## src/rtl/seven_seg_pkg.sv

```systemverilog
// Shared constants for the seven-segment display driver: active-low glyphs
// ({g,f,e,d,c,b,a}, 0 = segment lit) and the scroll FSM state encoding.
package seven_seg_pkg;

  localparam int unsigned SEG_W = 7;

  localparam logic [SEG_W-1:0] SEG_BLANK = 7'b1111111;

  localparam logic [SEG_W-1:0] SEG_HEX_0 = 7'b1000000;
  localparam logic [SEG_W-1:0] SEG_HEX_1 = 7'b1111001;
  localparam logic [SEG_W-1:0] SEG_HEX_2 = 7'b0100100;
  localparam logic [SEG_W-1:0] SEG_HEX_3 = 7'b0110000;
  localparam logic [SEG_W-1:0] SEG_HEX_4 = 7'b0011001;
  localparam logic [SEG_W-1:0] SEG_HEX_5 = 7'b0010010;
  localparam logic [SEG_W-1:0] SEG_HEX_6 = 7'b0000010;
  localparam logic [SEG_W-1:0] SEG_HEX_7 = 7'b1111000;
  localparam logic [SEG_W-1:0] SEG_HEX_8 = 7'b0000000;
  localparam logic [SEG_W-1:0] SEG_HEX_9 = 7'b0011000;
  localparam logic [SEG_W-1:0] SEG_HEX_A = 7'b0001000;
  localparam logic [SEG_W-1:0] SEG_HEX_B = 7'b0000011;
  localparam logic [SEG_W-1:0] SEG_HEX_C = 7'b1000110;
  localparam logic [SEG_W-1:0] SEG_HEX_D = 7'b0100001;
  localparam logic [SEG_W-1:0] SEG_HEX_E = 7'b0000110;
  localparam logic [SEG_W-1:0] SEG_HEX_F = 7'b0001110;

  typedef enum logic [1:0] {
    ST_STATIC      = 2'd0,
    ST_SCROLL      = 2'd1,
    ST_SCROLL_STEP = 2'd2
  } disp_state_e;

endpackage

```

## src/rtl/hex_to_seven_seg.sv

```systemverilog
// Combinational hex nibble to active-low seven-segment glyph decoder.
//  hex    in  4  nibble to display
//  seg_c  out 7  {g,f,e,d,c,b,a}, 0 = segment lit
module hex_to_seven_seg
  import seven_seg_pkg::*;
(
  input  logic [3:0]       hex,
  output logic [SEG_W-1:0] seg_c
);

  always_comb begin
    seg_c = SEG_BLANK;
    unique case (hex)
      4'h0: seg_c = SEG_HEX_0;
      4'h1: seg_c = SEG_HEX_1;
      4'h2: seg_c = SEG_HEX_2;
      4'h3: seg_c = SEG_HEX_3;
      4'h4: seg_c = SEG_HEX_4;
      4'h5: seg_c = SEG_HEX_5;
      4'h6: seg_c = SEG_HEX_6;
      4'h7: seg_c = SEG_HEX_7;
      4'h8: seg_c = SEG_HEX_8;
      4'h9: seg_c = SEG_HEX_9;
      4'hA: seg_c = SEG_HEX_A;
      4'hB: seg_c = SEG_HEX_B;
      4'hC: seg_c = SEG_HEX_C;
      4'hD: seg_c = SEG_HEX_D;
      4'hE: seg_c = SEG_HEX_E;
      4'hF: seg_c = SEG_HEX_F;
    endcase
  end

endmodule

```

## src/rtl/seven_seg_display_ctrl.sv

```systemverilog
// Registered driver for NUM_DIGITS active-low seven-segment digits with
// leading-zero blanking, per-digit blank/blink masks and a scroll mode.
//  clk, rst_n   clock, asynchronous active-low reset
//  load_valid   new digit data offered; load_ready: data accepted this cycle
//  load_data    nibble per digit, digit i at [4i+3:4i]
//  blank_mask   per-digit force blank (live)
//  blink_mask   per-digit blink enable (live)
//  lz_en        blank leading zeros
//  scroll_en    1 = scroll mode, 0 = static
//  segs         registered segments, digit i at [7i+6:7i], 0 = lit
module seven_seg_display_ctrl
  import seven_seg_pkg::*;
#(
  parameter int unsigned NUM_DIGITS = 6,
  parameter int unsigned BLINK_DIV  = 25_000_000,
  parameter int unsigned SCROLL_DIV = 12_500_000
) (
  input  logic                        clk,
  input  logic                        rst_n,
  input  logic                        load_valid,
  output logic                        load_ready,
  input  logic [4*NUM_DIGITS-1:0]     load_data,
  input  logic [NUM_DIGITS-1:0]       blank_mask,
  input  logic [NUM_DIGITS-1:0]       blink_mask,
  input  logic                        lz_en,
  input  logic                        scroll_en,
  output logic [SEG_W*NUM_DIGITS-1:0] segs
);

  localparam int unsigned DATA_W   = 4 * NUM_DIGITS;
  localparam int unsigned SEGS_W   = SEG_W * NUM_DIGITS;
  localparam int unsigned RING_LEN = NUM_DIGITS + 1;
  localparam int unsigned BLINK_W  = $clog2(BLINK_DIV);
  localparam int unsigned SCROLL_W = $clog2(SCROLL_DIV);
  localparam int unsigned OFS_W    = $clog2(RING_LEN);
  localparam int unsigned POS_W    = OFS_W + 1;

  localparam logic [BLINK_W-1:0]  BLINK_LAST  = BLINK_W'(BLINK_DIV - 1);
  localparam logic [SCROLL_W-1:0] SCROLL_LAST = SCROLL_W'(SCROLL_DIV - 1);
  localparam logic [OFS_W-1:0]    OFS_LAST    = OFS_W'(NUM_DIGITS);
  localparam logic [POS_W-1:0]    POS_WRAP    = POS_W'(RING_LEN);

  logic [DATA_W-1:0]   data_q;
  logic [BLINK_W-1:0]  blink_cnt_q;
  logic                blink_on_q;
  disp_state_e         state_q, state_d;
  logic [SCROLL_W-1:0] scroll_cnt_q, scroll_cnt_d;
  logic [OFS_W-1:0]    offset_q, offset_d;
  logic [SEGS_W-1:0]   segs_d;

  logic [SEG_W-1:0]      glyph [NUM_DIGITS];
  logic [SEG_W-1:0]      ring  [RING_LEN];
  logic [NUM_DIGITS-1:0] lz_blank;
  logic [POS_W-1:0]      pos;

  // Hold register for the accepted digit nibbles
  always_ff @(posedge clk or negedge rst_n) begin
    if (!rst_n) begin
      data_q <= '0;
    end else if (load_valid && load_ready) begin
      data_q <= load_data;
    end
  end

  // Free-running blink timebase; phase flips on every wrap
  always_ff @(posedge clk or negedge rst_n) begin
    if (!rst_n) begin
      blink_cnt_q <= '0;
      blink_on_q  <= 1'b1;
    end else if (blink_cnt_q == BLINK_LAST) begin
      blink_cnt_q <= '0;
      blink_on_q  <= ~blink_on_q;
    end else begin
      blink_cnt_q <= blink_cnt_q + BLINK_W'(1);
    end
  end

  // Scroll FSM state register; load_ready is registered from the next state
  always_ff @(posedge clk or negedge rst_n) begin
    if (!rst_n) begin
      state_q      <= ST_STATIC;
      scroll_cnt_q <= '0;
      offset_q     <= '0;
      load_ready   <= 1'b1;
    end else begin
      state_q      <= state_d;
      scroll_cnt_q <= scroll_cnt_d;
      offset_q     <= offset_d;
      load_ready   <= (state_d != ST_SCROLL_STEP);
    end
  end

  // Scroll FSM next state; dropping scroll_en overrides any pending step
  always_comb begin
    state_d      = state_q;
    scroll_cnt_d = scroll_cnt_q;
    offset_d     = offset_q;
    if (!scroll_en) begin
      state_d      = ST_STATIC;
      scroll_cnt_d = '0;
      offset_d     = '0;
    end else begin
      unique case (state_q)
        ST_STATIC: begin
          state_d      = ST_SCROLL;
          scroll_cnt_d = '0;
        end
        ST_SCROLL: begin
          if (scroll_cnt_q == SCROLL_LAST) begin
            scroll_cnt_d = '0;
            state_d      = ST_SCROLL_STEP;
          end else begin
            scroll_cnt_d = scroll_cnt_q + SCROLL_W'(1);
          end
        end
        ST_SCROLL_STEP: begin
          state_d  = ST_SCROLL;
          offset_d = (offset_q == OFS_LAST) ? '0 : offset_q + OFS_W'(1);
        end
        default: state_d = ST_STATIC;
      endcase
    end
  end

  for (genvar i = 0; i < NUM_DIGITS; i++) begin : g_dec
    hex_to_seven_seg u_dec (
      .hex   (data_q[4*i +: 4]),
      .seg_c (glyph[i])
    );
  end

  // Leading-zero blanking on unrotated data; digit 0 always stays visible
  always_comb begin
    logic upper_zero;
    lz_blank   = '0;
    upper_zero = 1'b1;
    for (int i = NUM_DIGITS - 1; i >= 1; i--) begin
      upper_zero  = upper_zero && (data_q[4*i +: 4] == 4'h0);
      lz_blank[i] = lz_en && upper_zero;
    end
  end

  // Ring of digit glyphs followed by one blank separator position
  always_comb begin
    for (int i = 0; i < NUM_DIGITS; i++) begin
      ring[i] = lz_blank[i] ? SEG_BLANK : glyph[i];
    end
    ring[NUM_DIGITS] = SEG_BLANK;
  end

  // Per displayed position: rotate by offset, then apply masks on top
  always_comb begin
    segs_d = '1;
    pos    = '0;
    for (int p = 0; p < NUM_DIGITS; p++) begin
      pos = POS_W'(p) + POS_W'(offset_q);
      if (pos >= POS_WRAP) pos = pos - POS_WRAP;
      if (blank_mask[p]) begin
        segs_d[SEG_W*p +: SEG_W] = SEG_BLANK;
      end else if (blink_mask[p] && !blink_on_q) begin
        segs_d[SEG_W*p +: SEG_W] = SEG_BLANK;
      end else begin
        segs_d[SEG_W*p +: SEG_W] = ring[pos[OFS_W-1:0]];
      end
    end
  end

  // Output register
  always_ff @(posedge clk or negedge rst_n) begin
    if (!rst_n) begin
      segs <= '1;
    end else begin
      segs <= segs_d;
    end
  end

endmodule
```

## config.mk

```make
export PLATFORM = sky130hd
export DESIGN_NAME = seven_seg_display_ctrl
export DESIGN_NICKNAME = d
export VERILOG_FILES = /design/src/rtl/seven_seg_pkg.sv /design/src/rtl/hex_to_seven_seg.sv /design/src/rtl/seven_seg_display_ctrl.sv
export SDC_FILE = /design/constraint.sdc
export NUM_CORES = 1
export LEC_CHECK = 0
export ABC_AREA = 1
export CAP_MARGIN = 30
export CORE_AREA = 2 2 134 136
export CTS_CLUSTER_SIZE = 28
export DETAILED_ROUTE_END_ITERATION = 10
export DIE_AREA = 0 0 136 138
export GPL_TIMING_DRIVEN = 0
export PLACE_DENSITY_LB_ADDON = 0.08
export SETUP_SLACK_MARGIN = 0.05
export SYNTH_ARGS = -nofsm -noshare
export SYNTH_HDL_FRONTEND = slang
export SYNTH_SLANG_ARGS = --single-unit
```

## constraint.sdc

```tcl
create_clock -name clk -period 3.2 [get_ports clk]
set_input_delay 0.64 -clock clk [delete_from_list [all_inputs] [get_ports clk]]
set_output_delay 0.64 -clock clk [all_outputs]
set_load 0.01 [all_outputs]
```

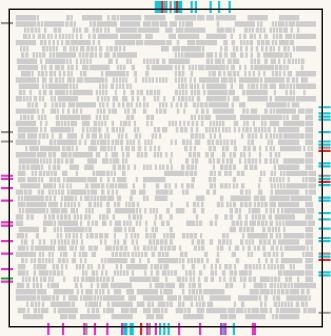
run_1/pinout.png
Pins as bars across the die edge, other pins in gray.
legend:
  load_data:
    color: magenta
    pins: 24
    direction: input
    edge: 14 bottom, 10 left
  load_valid:
    color: green
    pins: 1
    direction: input
    edge: left
  segs:
    color: cyan
    pins: 42
    direction: output
    edge: 21 right, 12 top, 9 bottom
  blank_mask:
    color: red
    pins: 6
    direction: input
    edge: 3 right, 2 top, 1 bottom
all pins by edge: 28 right, 26 bottom, 16 top, 14 left
chip height: 138 um
DIE WIDTH: 136 um
port bufs: 82

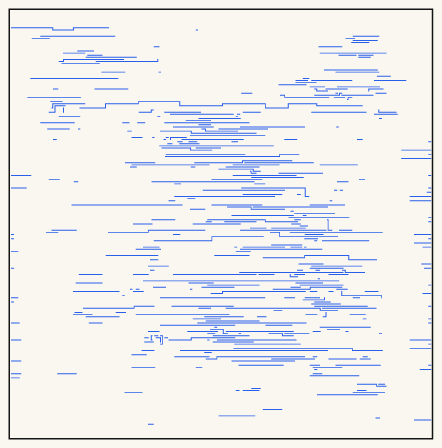
run_1/m3.png
nets with wire on the layer: 243
main direction: horizontal
share of all routed wire: 9.9%
wire length on this layer: 3,370 um
longest straight run: 63.0 um

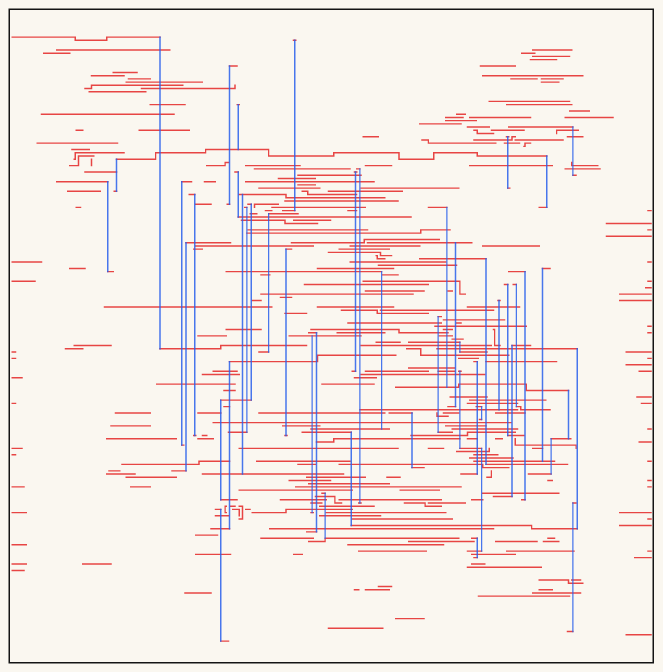
run_1/layers.png
Only two layers are drawn.
legend:
  M4:
    color: blue
    wire_length: 1,430 um
  M3:
    color: red
    wire_length: 3,370 um

-- run 1: cell type report --
type / instances / area, um2
buffer: 52 / 304
clock buffer: 19 / 443
multi-input combinational: 1307 / 6190
inverter: 188 / 706
tap: 229 / 287
clock inverter: 13 / 119
timing repair buffer: 87 / 877
sequential: 122 / 3110
fill: 1615 / 5500
-- run 1: per-stage QoR --
stage                     TNS [ns]  setup slack [ns]  power (mW)
after floorplan                  0             0.834        3.40
after global placement     -306.60             -3.05        4.17
after detailed placement         0             0.305        4.21
after CTS                        0             0.266        6.08
after global routing             0             0.139        6.50
final                            0             0.349        6.16
-- run 1: layer usage --
layer	GRT usage (%)	part of all wire, %
met5	0	0
met4	15.6	4.2
met3	7.96	9.9
met2	56.7	44
met1	50.8	41
-- run 1: repair_timing --
| action | CTS | global route |
|---|---|---|
| setup endpoints to repair | 0 | 7 |
| hold endpoints to repair | 0 | 0 |
| hold buffers | 0 | 0 |
| gates resized | 0 | 4 |
-- run 1: worst max path at each step --
stage,from,end,slack [ns],depth (start not counted)
final,offset_q[1]$_DFFE_PN0P_,segs[19]$_DFF_PN1_,0.35,12
after global routing,offset_q[1]$_DFFE_PN0P_,segs[20]$_DFF_PN1_,0.14,12
after CTS,offset_q[1]$_DFFE_PN0P_,segs[19]$_DFF_PN1_,0.27,12
after detailed placement,offset_q[1]$_DFFE_PN0P_,segs[19]$_DFF_PN1_,0.30,12
after global placement,rst_n,scroll_cnt_q[18]$_DFFE_PN0P_,-3.05,1
after floorplan,offset_q[1]$_DFFE_PN0P_,segs[17]$_DFF_PN1_,0.83,12
-- run 1: power by group through the flow --
| stage | clock, mW | sequential, mW | combinational, mW |
|---|---|---|---|
| 2_1_floorplan | 0 | 1.83 | 1.56 |
| 3_3_place_gp | 0 | 1.79 | 2.38 |
| 3_5_place_dp | 0 | 1.80 | 2.42 |
| 4_1_cts | 1.88 | 1.77 | 2.43 |
| 5_1_grt | 1.96 | 1.78 | 2.75 |
| 6_report | 1.86 | 1.77 | 2.52 |
-- run 1: cell usage in the layout, fill, tap and decap left out, types with 7 or more instances in the layout --
master and count:
a21oi_1 85, buf_2 20, buf_4 15, clkbuf_1 15
clkbuf_16 17, clkdlybuf4s50_1 81, dfrtp_1 78, dfstp_2 44
ha_1 40, inv_1 176, inv_2 10, nand2_1 570
nand2_2 12, nand3_1 203, nand4_1 16, nor2_1 201
nor2_2 11, nor3_1 27, o21ai_0 65, o22ai_1 7
xnor2_1 7, xor2_1 17
-- run 1: critical path, delay by kind of cell (launching register included) --
kind | cells | cell delay [ns]
adders and majority gates | 2 | 0.78
buffers and inverters | 4 | 0.73
DFF | 1 | 0.47
and+or+nand+nor | 5 | 0.44
xor gates and xnor gates | 1 | 0.37
-- run 1: sequential cells by signal, summed over array words and instances (netlist names) --
| name | cells |
|---|---|
| segs | 42 |
| offset_q | 3 |
| scroll_cnt_q | 24 |
| blink_cnt_q | 25 |
| blink_on_q | 1 |
| data_q | 24 |
| load_ready | 1 |
| state_q | 2 |
==> CHANGELOG.md, run 1 <==
## Flow update

* Clock Pin Slew Worst Setup and Hold Paths at 0.06 ns
* Total tool warning count at 55
* Crit path max fanout at 10
* Slew Limit Fails at 0
* Net count after synthesis at 1,751
* Max Cap Viol at 0
* Critical path launch point type: flip-flop
* Non-filler cells, final at 2,017
* Power share of the combinational group at 41.0%
* Library cells used by synthesis at 47
* Ant. Diodes at 0
* CTS tree: done
* Leakage at 6.11 nW
* Iteration count of the initial detailed-routing pass at 8
* Initial antenna violation count at 0
* Placed Cells incl. Taps at 1,985
* Required @ worst endpoint at 3.57 ns
* EDFF count, synth at 0
* Synth warnings at 0
* Worst Skew at 0.0119 ns
* Share of layout cells above drive strength 1 at 9.45%
* Drt wl/cell at 16.9 um
* Final setup fails at 0
* RSZ-0062 raised after global routing: false
* Core area at 17,500 um2
* Ys flop type: dfrtp_1
* Crit path DAT at 3.22 ns
* Core Util at FP at 58.7%
* Pin count of the biggest net entering global routing at 75
* Peak supply drop at 0.000417 V
* Layout area overhead at 17.0%
* DP Area at 11,500 um2
* Post-synth top cells: nand2_1 (570), nand3_1 (203), nor2_1 (201)
* Register share after synthesis at 30.2%
* CP Capture Type: flip-flop
* Crit Path Class: reg -> reg
* Final ANT Viol Nets at 0
* Adder share at 5.06%
* Root Driver: clkbuf_16
* DRC violations left at 0
* Synth area leaders: nand2_1 (21%), dfrtp_1 (19%), dfstp_2 (11%)
* WL final at 34.1 mm
* Fmax achieved at 351 MHz
* Most common cell in the synthesized netlist: nand2_1
* Layout Utilization at 68.6%
* Cells on worst reg2reg path at 12
* Seq pwr share at 28.7%
* Switching Power at 2.52 mW
* Yosys Instances at 1,669
* HPWL after DPL at 24.9 mm
* Mapped Area at 10,300 um2
* Asr flop ratio synth at 100%
* Largest area contributor in the netlist: nand2_1
* Synth flops at 122
* Total Routing Usage GR at 37.1%
* Hold Vio Cnt, Final at 0
* CP dominant cell by count: nand2_1
* Yosys simple share at 43.0%
* Final period utilization at 89.1%
* P_int at 3.64 mW
* Post-layout min period at 2.85 ns
* XOR Share, Synth at 2.52%
* Global-route wire length before repair at 54.2 mm
* I/O Pins at 84
* Fin area at 12,000 um2
* Yosys synthesis chip area at 10,300 um2
* Clock sink count at 122
* H-tree levels at 4
* CTS max path bufs at 2
* WHS at 0.127 ns
* Setup slack, reg-to-reg at 0.35 ns
* Total grt overflow at 0
* 1st-iter DRT viols at 1,413
* Mux cell area share at 0%
* Number of global-route vias before repair at 10,400
* TritonCTS Buffers at 17
* Vias per inst at 5.66
* Area share, top type at 20.8%
* CP Cell Sequence: inv_1, ha_1, inv_1, fa_1, xor2_4, inv_2, clkbuf_2, nand3_1, nand3_1, nand2_1, nand2_1, nand2_1
* Syn avg cell area at 6.17 um2
* Sw Ratio at 40.9%
* GP Congestion at 1.04
* Pwr dens at 511 nW/um2
* Number of setup buffers added after CTS at 0
* Status: completed
* Num rows at 49
* Final layout net count at 1,857
* Aoi share at 9.43%
* Slowest stage delay, CP at 0.54 ns
* Critical path's slowest cell: fa_1
* Worst hold path type: in -> async
* Reg2reg start: offset_q[1]$_DFFE_PN0P_
* Dominant combinational family: simple AND/OR/NAND/NOR gates
* Via count at 11,400
* Die area at 18,800 um2
* Clock power share at 30.2%
* Reg2reg end: segs[19]$_DFF_PN1_
* Synthesized instance count at 1,669
* Worst-Skew Late Latency at 0.44 ns
* Rel. slew slack at 26.6%
* Least-Margin Pin Slew at 1.10 ns
--- run 2 (diff from run 1) ---
--- a/config.mk
+++ b/config.mk
@@ -7,13 +7,14 @@
 export LEC_CHECK = 0
 export ABC_AREA = 1
 export CAP_MARGIN = 30
-export CORE_AREA = 2 2 134 136
+export CORE_AREA = 2 2 162 164
 export CTS_CLUSTER_SIZE = 28
 export DETAILED_ROUTE_END_ITERATION = 10
-export DIE_AREA = 0 0 136 138
+export DIE_AREA = 0 0 164 166
 export GPL_TIMING_DRIVEN = 0
 export PLACE_DENSITY_LB_ADDON = 0.08
 export SETUP_SLACK_MARGIN = 0.05
+export SLEW_MARGIN = 20
 export SYNTH_ARGS = -nofsm -noshare
 export SYNTH_HDL_FRONTEND = slang
 export SYNTH_SLANG_ARGS = --single-unit
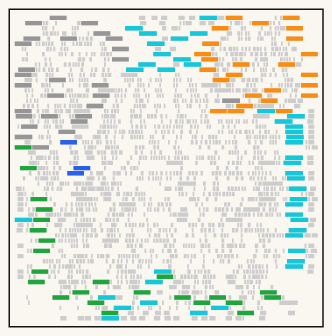
run_2/ff_map.png
Other sequential cells in the stronger gray, the rest of the logic in the fainter gray.
legend:
  segs:
    color: cyan
    placed_flops: 42
  data_q:
    color: green
    placed_flops: 24
  blink_cnt_q:
    color: orange
    placed_flops: 25
    where: upper right
  offset_q:
    color: blue
    placed_flops: 3

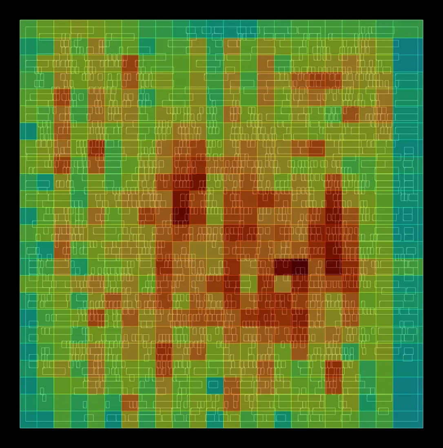
run_2/congestion_map.png
met3 GRT Util: 6.29%
drt wl/cell: 16.4 um
Layout Utilization: 47.4%
GRT busiest layer: met2

==> CHANGELOG.md, run 2 <==
## Flow update

* Most common cell in the synthesized netlist: nand2_1
* Pin count of the biggest net entering global routing at 71
* Rel. slew slack at 24.3%
* Final layout net count at 1,857
* Post-layout min period at 2.88 ns
* Ant. Diodes at 0
* Total tool warning count at 55
* Crit Path Class: reg -> reg
* Synth area leaders: nand2_1 (21%), dfrtp_1 (19%), dfstp_2 (11%)
* Syn avg cell area at 6.17 um2
* Max Cap Viol at 0
* Leakage at 6.10 nW
* Setup WS pre-CTS at 0.305 ns
* CTS max path bufs at 2
* Post-synth top cells: nand2_1 (570), nand3_1 (203), nor2_1 (201)
* Final setup fails at 0
* Final worst slack at 0.320 ns
* Final period utilization at 90.0%
* Dominant logic cell type in the layout: nand2_1
* Number of global-route vias before repair at 9,962
* Die area at 27,200 um2
* DRC violations left at 0
* Seq pwr share at 28.7%
* Ys flop type: dfrtp_1
* Net count after synthesis at 1,751
* Total grt overflow at 0
* Clock sink count at 122
* Hold Vio Cnt, Final at 0
* Library cells used by synthesis at 47
* Vias per inst at 5.16
* Sw Ratio at 41.5%
* Peak supply drop at 0.000277 V
* Non-filler cells, final at 2,122
* Required @ worst endpoint at 3.56 ns
* Worst Skew at 0.0199 ns
* Crit path DAT at 3.24 ns
* Asr flop ratio synth at 100%
* Status: completed
* Core Util at FP at 40.2%
* Synthesized instance count at 1,669
* Mapped Area at 10,300 um2
* Synth warnings at 0
* Setup TNS at 0 ns
* Share of layout cells above drive strength 1 at 9.46%
* I/O Pins at 84
* TritonCTS Buffers at 17
* Core area at 25,600 um2
* Placed Cells incl. Taps at 2,091
* Power share of the combinational group at 41.1%
* Num rows at 59
* H-tree levels at 4
* HPWL after DPL at 25.9 mm
* Max FFs per register at 42
* CP Capture Type: flip-flop
* Top Layout Cells: nand2_1 (570), nand3_1 (203), nor2_1 (201)
* Clock Pin Slew Worst Setup and Hold Paths at 0.06 ns
* Least-Margin Pin Slew at 1.13 ns
* Register share after synthesis at 30.2%
* Critical path launch point type: flip-flop
* Initial antenna violation count at 0
* EDFF count, synth at 0
* Switching Power at 2.56 mW
* RSZ-0062 raised after global routing: false
* Yosys Instances at 1,669
* Layout area overhead at 18.1%
* Iteration count of the initial detailed-routing pass at 6
* Chip height at 166 um
* Port bufs at 82
* P_int at 3.61 mW
* Area share, top type at 20.8%
* Crit path max fanout at 10
* Worst hold path type: in -> async
* Pwr dens at 508 nW/um2
* Worst-Skew Late Latency at 0.44 ns
* CTS tree: done
* Largest register by flop count: segs
* GP Congestion at 0.959
* WL final at 34.8 mm
* Pwr Total at 6.17 mW
* Root Driver: clkbuf_16
* Synth flops at 122
* Cells on worst reg2reg path at 11
* DIE WIDTH at 164 um
* Largest area contributor in the netlist: nand2_1
* Global-route wire length before repair at 54.5 mm
* Slew Limit Fails at 0
* WHS at 0.146 ns
* Fmax achieved at 347 MHz
* Clock power share at 30.2%
* Via count at 11,000
* Setup slack, reg-to-reg at 0.32 ns
* Yosys synthesis chip area at 10,300 um2
* Regs by FF count: segs x42, blink_cnt_q x25
* Total Routing Usage GR at 25.9%
* 1st-iter DRT viols at 1,039
* Final ANT Viol Nets at 0
run 2: cell count changes in the layout (fill, tap and decap cells not counted), sizes merged:
cell	change
clkbuf	-2
clkinvlp	+1
run 2: power by group through the flow:
stage | Clock, mW | Combinational (mW) | Sequential [mW]
after detailed placement | 0 | 2.45 | 1.80
after global routing | 1.98 | 2.78 | 1.78
after CTS | 1.92 | 2.46 | 1.77
after global placement | 0 | 2.44 | 1.79
after floorplan | 0 | 1.56 | 1.83
final | 1.86 | 2.54 | 1.77
run 2: cells by family (layout without fill, tap and decap cells):
kind of cell    after synthesis  after routing  synth area share (%)
compound gates              183            183                  9.43
xor+xnor                     27             27                  2.52
fa+ha+maj                    41             41                  5.06
buf+inv                     240            358                  9.80
flops                       122            122                  30.2
simple gates               1056           1056                  43.0
run 2: final cells by class:
class                           instances  area [um2]
Sequential cell                       122        3110
Inverter                              188         706
Multi-Input combinational cell       1307        6190
Tap cell                              335         419
Timing Repair Buffer                   87         872
Fill cell                            2759       13500
Clock inverter                         14         123
Clock buffer                           17         425
Buffer                                 52         304
run 2: final timing paths:
kind / startpoint / to
setup / recovery: offset_q[1]$_DFFE_PN0P_ / segs[15]$_DFF_PN1_
hold / removal: rst_n / data_q[10]$_DFFE_PN0P_
setup reg to reg: offset_q[1]$_DFFE_PN0P_ / segs[15]$_DFF_PN1_
hold reg to reg: state_q[0]$_DFF_PN0_ / state_q[0]$_DFF_PN0_
max in group asynchronous: rst_n / segs[10]$_DFF_PN1_
min in group clk: state_q[0]$_DFF_PN0_ / state_q[0]$_DFF_PN0_
run 2: routing by layer:
layer	share of wire (%)	track usage [%]	vias up
met5	0	0	-
met4	2.3	7.55	0
met3	8.3	6.29	54
met2	44	40.0	395
met1	45	35.9	4993
li1	-	-	5515
run 2: critical path: stages (launching register included):
cell      delay [ns]
dfrtp_1         0.48
inv_1           0.28
ha_1            0.23
inv_1           0.05
fa_1            0.56
xor2_4          0.36
clkbuf_1        0.39
nand3_1         0.13
nand3_1         0.09
nand2_1         0.08
nand2_1         0.07
nand2_1         0.06
run 2: stage by stage:
step / cell area [um2] / util (%)
2_1_floorplan: 10300 / -
3_3_place_gp: 11500 / 45.0
3_5_place_dp: 11600 / 45.2
4_1_cts: 12100 / 47.4
5_1_grt: 12200 / 47.4
6_report: 12200 / 47.4
run 2: repair_timing:
item / CTS / global route
setup endpoints to repair: 0 / 4
hold buffers: 0 / 0
gates resized: 0 / 4
buffers inserted: 0 / 0
hold endpoints to repair: 0 / 0
run_2/m3.png
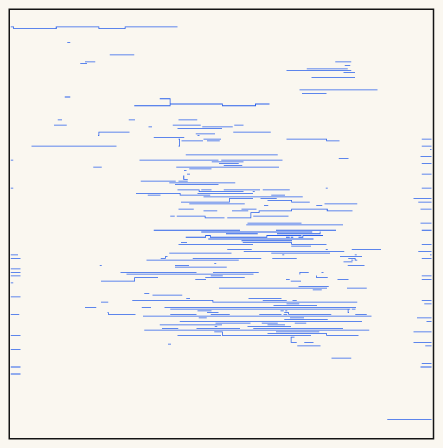

--- run 3 (diff from run 2) ---
--- a/config.mk
+++ b/config.mk
@@ -7,10 +7,10 @@
 export LEC_CHECK = 0
 export ABC_AREA = 1
 export CAP_MARGIN = 30
-export CORE_AREA = 2 2 162 164
+export CORE_AREA = 4 4 164 166
 export CTS_CLUSTER_SIZE = 28
 export DETAILED_ROUTE_END_ITERATION = 10
-export DIE_AREA = 0 0 164 166
+export DIE_AREA = 0 0 168 170
 export GPL_TIMING_DRIVEN = 0
 export PLACE_DENSITY_LB_ADDON = 0.08
 export SETUP_SLACK_MARGIN = 0.05
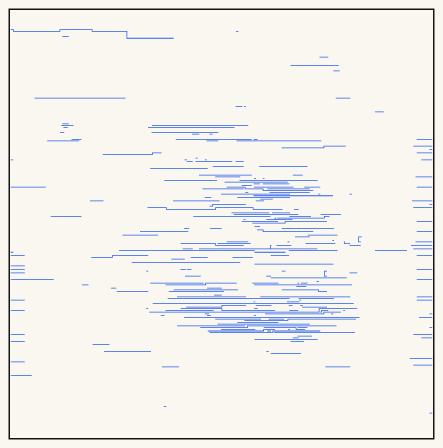
run_3/m3.png
nets with wire on the layer: 159
longest straight run: 79.6 um
via count: 11,000
met3 GRT Util: 5.51%
WL final: 35.1 mm

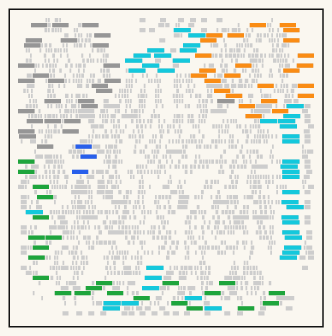
run_3/ff_map.png
Other sequential cells in the stronger gray, the rest of the logic in the fainter gray.
legend:
  blink_cnt_q:
    color: orange
    placed_flops: 25
    where: upper right
  segs:
    color: cyan
    placed_flops: 42
  data_q:
    color: green
    placed_flops: 24
  offset_q:
    color: blue
    placed_flops: 3
not colored: 28
Layout Utilization: 47.3%
fraction of area in registers: 25.6%
register area: 3110 um2

==> CHANGELOG.md, run 3 <==
## Flow update

* Status: completed
* Number of global-route vias before repair at 9,956
* Asr flop ratio synth at 100%
* Initial antenna violation count at 0
* Largest register by flop count: segs
* HPWL after DPL at 26.0 mm
* Buffers and inverters on the worst path at 2
* Worst setup startpoint: offset_q[1]$_DFFE_PN0P_
* Non-filler cells, final at 2,122
* Worst-Skew Late Latency at 0.43 ns
* Total Routing Usage GR at 24.3%
* Aoi share at 9.43%
* Num rows at 59
* RSZ-0062 raised after global routing: false
* Critical path's top delay family: AND-OR/OR-AND gates
* Worst hold path type: in -> async
* Setup slack, reg-to-reg at 0.20 ns
* Iteration count of the initial detailed-routing pass at 5
* Max FFs per register at 42
* Leakage at 6.10 nW
* Ant. Diodes at 0
* Net count after synthesis at 1,751
* Crit path DAT at 3.35 ns
* DRC violations left at 0
* CP Capture Type: flip-flop
* I/O Pins at 84
* Final worst slack at 0.197 ns
* Area share, top type at 20.8%
* Synth warnings at 0
* Required @ worst endpoint at 3.55 ns
* Layout area overhead at 17.8%
* Ys flop type: dfrtp_1
* Synth area leaders: nand2_1 (21%), dfrtp_1 (19%), dfstp_2 (11%)
* Slew Limit Fails at 0
* Top Layout Cells: nand2_1 (570), nand3_1 (203), nor2_1 (201)
* Mapped Area at 10,300 um2
* Crit Path Class: reg -> reg
* Final ANT Viol Nets at 0
* Largest area contributor in the netlist: nand2_1
* Stages on the worst setup path at 10
* Root Driver: clkbuf_16
* Worst Skew at 0.0135 ns
* Critical path's slowest cell: o21ai_1
* Pin count of the biggest net entering global routing at 71
* Synth flops at 122
* Share of layout cells above drive strength 1 at 9.35%
* Final period utilization at 93.8%
* GP Congestion at 0.974
* Clock Pin Slew Worst Setup and Hold Paths at 0.06 ns
* Pwr Total at 6.10 mW
* Critical path launch point type: flip-flop
* Yosys synthesis chip area at 10,300 um2
* Reg2reg start: offset_q[1]$_DFFE_PN0P_
* Yosys Instances at 1,669
* Number of setup buffers added after CTS at 0
* CP dominant cell by count: inv_1
* H-tree levels at 4
* Adder share at 5.06%
* Peak supply drop at 0.000301 V
* Chip height at 170 um
* Total grt overflow at 0
* Drt wl/cell at 16.6 um
* Core Util at FP at 40.2%
* Most common cell in the synthesized netlist: nand2_1
* Final layout net count at 1,857
* Die area at 28,600 um2
* Syn avg cell area at 6.17 um2
* Register share after synthesis at 30.2%
* Synthesized instance count at 1,669
* Mux cell area share at 0%
* Global-route wire length before repair at 54.7 mm
* Crit path capture: segs[14]$_DFF_PN1_
* Placed Cells incl. Taps at 2,089
* Fmax achieved at 333 MHz
* Pwr dens at 504 nW/um2
* CP Cell Sequence: inv_1, ha_1, inv_1, fa_1, o21ai_1, nor2_2, o21ai_0, a21oi_1, nor2_1, nand2_1
* Regs by FF count: segs x42, blink_cnt_q x25
* Setup WS pre-CTS at 0.286 ns
* Least-Margin Pin Slew at 1.02 ns
-- run 3: cell count changes in the layout (fill, tap and decap cells not counted), sizes merged --
cell / previous run / this run
clkinv: 10 / 12
bufinv: 1 / 0
clkinvlp: 2 / 0
clkbuf: 33 / 35
buf: 42 / 41
-- run 3: worst min path at each step --
stage / slack, ns / start / to / depth (start not counted)
finish: 0.14 / rst_n / data_q[10]$_DFFE_PN0P_ / 1
CTS: 0.17 / rst_n / data_q[10]$_DFFE_PN0P_ / 1
detailed placement: 0.46 / state_q[0]$_DFF_PN0_ / state_q[0]$_DFF_PN0_ / 1
floorplan: 0.34 / rst_n / blink_cnt_q[0]$_DFF_PN0_ / 0
global placement: 0.45 / state_q[0]$_DFF_PN0_ / state_q[0]$_DFF_PN0_ / 1
global route: 0.19 / rst_n / data_q[10]$_DFFE_PN0P_ / 1
-- run 3: per-stage QoR --
step | utilization (%) | setup TNS (ns) | hold WS, ns | instance area, um2
6_report | 47.3 | 0 | 0.144 | 12100
5_1_grt | 47.3 | 0 | 0.187 | 12100
4_1_cts | 47.3 | 0 | 0.169 | 12100
3_5_place_dp | 45.2 | 0 | 0.459 | 11600
3_3_place_gp | 45.0 | -339.63 | 0.448 | 11500
2_1_floorplan | - | 0 | 0.344 | 10300
-- run 3: area by class of cell --
class | instances | area (um2)
Buffer | 52 | 304
Clock buffer | 18 | 439
Clock inverter | 13 | 95.1
Fill cell | 2751 | 13500
Inverter | 188 | 706
Multi-Input combinational cell | 1307 | 6170
Sequential cell | 122 | 3110
Tap cell | 335 | 419
Timing Repair Buffer | 87 | 872
-- run 3: layer usage --
layer | part of all wire, % | wire length, um | GRT usage, % | up-vias
li1 | - | - | - | 5522
met1 | 45 | 15700 | 33.6 | 5060
met2 | 43 | 15300 | 37.4 | 384
met3 | 8.3 | 2930 | 5.51 | 79
met4 | 3.5 | 1240 | 8.86 | 0
met5 | 0 | 0 | 0 | -
-- run 3: report_power, final --
part           leakage (nW)  internal, mW  total [mW]  switching [mW]
combinational          4.36         0.831        2.53            1.70
sequential             1.46          1.71        1.77          0.0584
clock                 0.270          1.01        1.81           0.798
-- run 3: logic make-up (layout without fill, tap and decap cells) --
family / count (synthesis) / count (layout)
simple gates: 1056 / 1056
buf+inv: 240 / 358
compound gates: 183 / 183
flops: 122 / 122
fa+ha+maj: 41 / 41
xor+xnor: 27 / 27
-- run 3: what timing repair did --
| action | in CTS | in global routing |
|---|---|---|
| resized | 0 | 1 |
| setup endpoints to repair | 0 | 2 |
| hold buffers | 0 | 0 |
Power and IR drop assume default switching activity.
